===== src/rtl/alu_issue_stage.sv =====
// ID/EX stage feeding the ALU: decode, operand forwarding, load-use stall.
// Ports: decode-side valid/ready + instr/pc/rf data, fwd1/fwd2 bypass, ALU-side valid/ready + operands/op/rd.
module alu_issue_stage #(
  parameter int XLEN = 32
) (
  input  logic            clk,
  input  logic            rst,
  input  logic            flush,
  input  logic            in_valid,
  output logic            in_ready,
  input  logic [31:0]     instr,
  input  logic [31:0]     pc,
  input  logic [XLEN-1:0] rs1_data,
  input  logic [XLEN-1:0] rs2_data,
  input  logic            fwd1_valid,
  input  logic            fwd1_pending,
  input  logic [4:0]      fwd1_rd,
  input  logic [XLEN-1:0] fwd1_data,
  input  logic            fwd2_valid,
  input  logic [4:0]      fwd2_rd,
  input  logic [XLEN-1:0] fwd2_data,
  output logic            out_valid,
  input  logic            out_ready,
  output logic [XLEN-1:0] operand_a,
  output logic [XLEN-1:0] operand_b,
  output logic [3:0]      alu_op,
  output logic [4:0]      rd,
  output logic [XLEN-1:0] store_data,
  output logic [31:0]     pc_out,
  output logic            illegal
);

  localparam logic [6:0] OPC_OP     = 7'b0110011;
  localparam logic [6:0] OPC_OPIMM  = 7'b0010011;
  localparam logic [6:0] OPC_LUI    = 7'b0110111;
  localparam logic [6:0] OPC_AUIPC  = 7'b0010111;
  localparam logic [6:0] OPC_JAL    = 7'b1101111;
  localparam logic [6:0] OPC_JALR   = 7'b1100111;
  localparam logic [6:0] OPC_LOAD   = 7'b0000011;
  localparam logic [6:0] OPC_STORE  = 7'b0100011;
  localparam logic [6:0] OPC_BRANCH = 7'b1100011;

  logic [6:0] opc;
  logic [2:0] f3;
  logic [4:0] rs1_idx;
  logic [4:0] rs2_idx;
  logic [4:0] rd_fld;

  assign opc     = instr[6:0];
  assign f3      = instr[14:12];
  assign rs1_idx = instr[19:15];
  assign rs2_idx = instr[24:20];
  assign rd_fld  = instr[11:7];

  logic [XLEN-1:0] imm_i;
  logic [XLEN-1:0] imm_s;
  logic [XLEN-1:0] imm_u;

  assign imm_i = {{(XLEN-12){instr[31]}}, instr[31:20]};
  assign imm_s = {{(XLEN-12){instr[31]}}, instr[31:25], instr[11:7]};
  assign imm_u = {{(XLEN-32){instr[31]}}, instr[31:12], 12'b0};

  logic is_op, is_opi, is_lui, is_auipc;
  logic is_jal, is_jalr, is_load, is_store, is_br;

  assign is_op    = opc == OPC_OP;
  assign is_opi   = opc == OPC_OPIMM;
  assign is_lui   = opc == OPC_LUI;
  assign is_auipc = opc == OPC_AUIPC;
  assign is_jal   = opc == OPC_JAL;
  assign is_jalr  = opc == OPC_JALR;
  assign is_load  = opc == OPC_LOAD;
  assign is_store = opc == OPC_STORE;
  assign is_br    = opc == OPC_BRANCH;

  // fwd1 is the nearer producer, so it is checked first
  logic [XLEN-1:0] src1;
  logic [XLEN-1:0] src2;

  always_comb begin
    src1 = rs1_data;
    if (rs1_idx == 5'd0)
      src1 = '0;
    else if (fwd1_valid && fwd1_rd == rs1_idx)
      src1 = fwd1_data;
    else if (fwd2_valid && fwd2_rd == rs1_idx)
      src1 = fwd2_data;
  end

  always_comb begin
    src2 = rs2_data;
    if (rs2_idx == 5'd0)
      src2 = '0;
    else if (fwd1_valid && fwd1_rd == rs2_idx)
      src2 = fwd1_data;
    else if (fwd2_valid && fwd2_rd == rs2_idx)
      src2 = fwd2_data;
  end

  logic [XLEN-1:0] d_a;
  logic [XLEN-1:0] d_b;
  logic [3:0]      d_op;
  logic [4:0]      d_rd;
  logic            d_ill;
  logic            use1;
  logic            use2;

  always_comb begin
    d_a   = '0;
    d_b   = '0;
    d_op  = 4'd0;
    d_rd  = 5'd0;
    d_ill = 1'b0;
    use1  = 1'b0;
    use2  = 1'b0;
    unique case (1'b1)
      is_op: begin
        d_a  = src1;
        d_b  = src2;
        d_op = {instr[30], f3};
        d_rd = rd_fld;
        use1 = 1'b1;
        use2 = 1'b1;
      end
      is_opi: begin
        d_a  = src1;
        d_b  = imm_i;
        // only SRAI carries a funct7 bit; ADDI's bit 30 is immediate
        d_op = {instr[30] & (f3 == 3'd5), f3};
        d_rd = rd_fld;
        use1 = 1'b1;
      end
      is_lui: begin
        d_b  = imm_u;
        d_rd = rd_fld;
      end
      is_auipc: begin
        d_a  = XLEN'(pc);
        d_b  = imm_u;
        d_rd = rd_fld;
      end
      is_jal: begin
        d_a  = XLEN'(pc);
        d_b  = XLEN'(4);
        d_rd = rd_fld;
      end
      is_jalr: begin
        d_a  = XLEN'(pc);
        d_b  = XLEN'(4);
        d_rd = rd_fld;
        use1 = 1'b1;
      end
      is_load: begin
        d_a  = src1;
        d_b  = imm_i;
        d_rd = rd_fld;
        use1 = 1'b1;
      end
      is_store: begin
        d_a  = src1;
        d_b  = imm_s;
        use1 = 1'b1;
        use2 = 1'b1;
      end
      is_br: begin
        d_a  = src1;
        d_b  = src2;
        use1 = 1'b1;
        use2 = 1'b1;
        unique case (f3)
          3'd0, 3'd1: d_op = 4'b1000;
          3'd4, 3'd5: d_op = 4'b0010;
          3'd6, 3'd7: d_op = 4'b0011;
          default:    d_op = 4'b0000;
        endcase
      end
      default: d_ill = 1'b1;
    endcase
  end

  logic stall;

  assign stall = fwd1_valid & fwd1_pending & (fwd1_rd != 5'd0)
               & ((use1 & (fwd1_rd == rs1_idx))
               |  (use2 & (fwd1_rd == rs2_idx)));

  assign in_ready = (~out_valid | out_ready) & ~stall & ~flush;

  always_ff @(posedge clk) begin
    if (rst) begin
      out_valid  <= 1'b0;
      operand_a  <= '0;
      operand_b  <= '0;
      alu_op     <= 4'd0;
      rd         <= 5'd0;
      store_data <= '0;
      pc_out     <= 32'd0;
      illegal    <= 1'b0;
    end else if (flush) begin
      out_valid <= 1'b0;
    end else if (in_valid && in_ready) begin
      out_valid  <= 1'b1;
      operand_a  <= d_a;
      operand_b  <= d_b;
      alu_op     <= d_op;
      rd         <= d_rd;
      store_data <= src2;
      pc_out     <= pc;
      illegal    <= d_ill;
    end else if (out_ready) begin
      out_valid <= 1'b0;
    end
  end

endmodule

===== config.mk =====
export PLATFORM = sky130hd
export DESIGN_NAME = alu_issue_stage
export DESIGN_NICKNAME = d
export VERILOG_FILES = /design/src/rtl/alu_issue_stage.sv
export SDC_FILE = /design/constraint.sdc
export NUM_CORES = 1
export LEC_CHECK = 0
export CAP_MARGIN = 0
export CORE_MARGIN = 8
export CORE_UTILIZATION = 41
export DETAILED_ROUTE_END_ITERATION = 7
export PLACE_DENSITY = 0.81
export REMOVE_ABC_BUFFERS = 1
export SLEW_MARGIN = 15
export SYNTH_ARGS = -nofsm -noshare
export SYNTH_HDL_FRONTEND = slang
export SYNTH_SLANG_ARGS = --single-unit

===== constraint.sdc =====
create_clock -name clk -period 3.35 [get_ports clk]
set_input_delay 0.67 -clock clk [delete_from_list [all_inputs] [get_ports clk]]
set_output_delay 0.67 -clock clk [all_outputs]
set_load 0.01 [all_outputs]

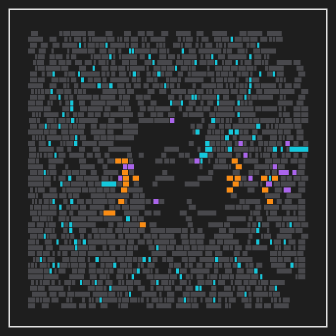
*Logic cells by family*
| color | family | cells |
|---|---|---|
| cyan | NOR gates | 121 |
| purple | AND and OR gates | 15 |
| orange | XOR/XNOR gates | 20 |

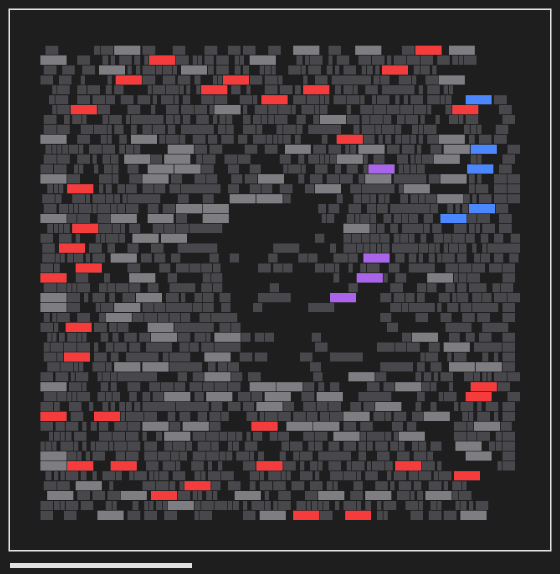
*Where the registers sit*
Scale bar: 50 um. Other sequential cells in the stronger gray, the rest of the logic in the fainter gray.
| color | name in the netlist | placed flops |
|---|---|---|
| purple | alu_op | 4 |
| blue | rd | 5 |
| red | operand_a | 32 |
not colored: 98

==> results.toml <==
# yosys + openroad results
[final_timing]
rsz0062_at_grt = "false"
worst_pin_slew_ns = 1.09
hold_violations = 0
period_used_pct = 97.5
setup_viol = 0
whs_ns = 0.451
max_freq_ghz = 0.306

[status]
status = "finished clean"

[layout]
layout.nets = 1470
final-nonclk-buf-share_pct = 34.5
postLayoutCoreUtil_pct = 69.3
diodes = 3
largest_class = "buffers"
nNonClkBuffers = 414
area_growth_pct = 66.1

[power_and_ir_drop]
p_clk_share_pct = 45.2
power-top-group = "the clock network"
p_int_mw = 3.66
power.switching_mw = 1.24
sw_frac_of_total_pct = 25.3
ir_drop_mv = 0.353

[global_route]
grt_usage_pct = 31.0
grtUsageMet2_pct = 48.0
grt_pass1_vias = 9132
busiest_layer = "met2"
grt_max_degree = 65
grt_use_met3_pct = 11.2

[cts]
cts.clk_slew.worst_paths_ns = 0.06
cts_tree = "built"

[worst_setup_path]
critPathLaunch = "instr[0]"
critPathRequiredTime_ns = 2.68
startpoint_type = "input port"
critPathBufInv = 2
slowest_delay_ns = 0.52
critPathMaxFanout = 2

[placement]
place_ws_ns = -0.228
port_buffers = 349
routabilityCongestion = 0.891

[yosys]
yosys.area.top_type = "dfxtp_1"
synth-main-ff-cell = "dfxtp_1"
ys_warn_count = 0
ys_ff = 139
ys_cells = 920
top_cells_by_count = "nand2_1 (147), dfxtp_1 (139), a21oi_1 (91), nor2_1 (80), clkbuf_1 (64)"
edf_count = 0
yosys.stat.seqShare_pct = 38.7
yosysUniqueCellTypes = 46
most_common_cell = "nand2_1"
async_flop_share_pct = 0
yosysChipArea_um2 = 7190

[job]
tool_warnings = 27

[floorplanning]
floorplan.core_util_pct = 41.7
io_pins = 350
core_area_um2 = 17200

[routing]
drt_wl_total_um = 34800
num_vias = 8990
top_layer = "met4"
drtIter0Drc = 800
wl_met3_um = 3530

[hold_path]
hold_depth = 2
worstHoldPathType = "reg -> reg"
hold_path_end = "rd[0]$_SDFFE_PP0P_"
No activity file was given, so power comes from the tool's default toggle rates.
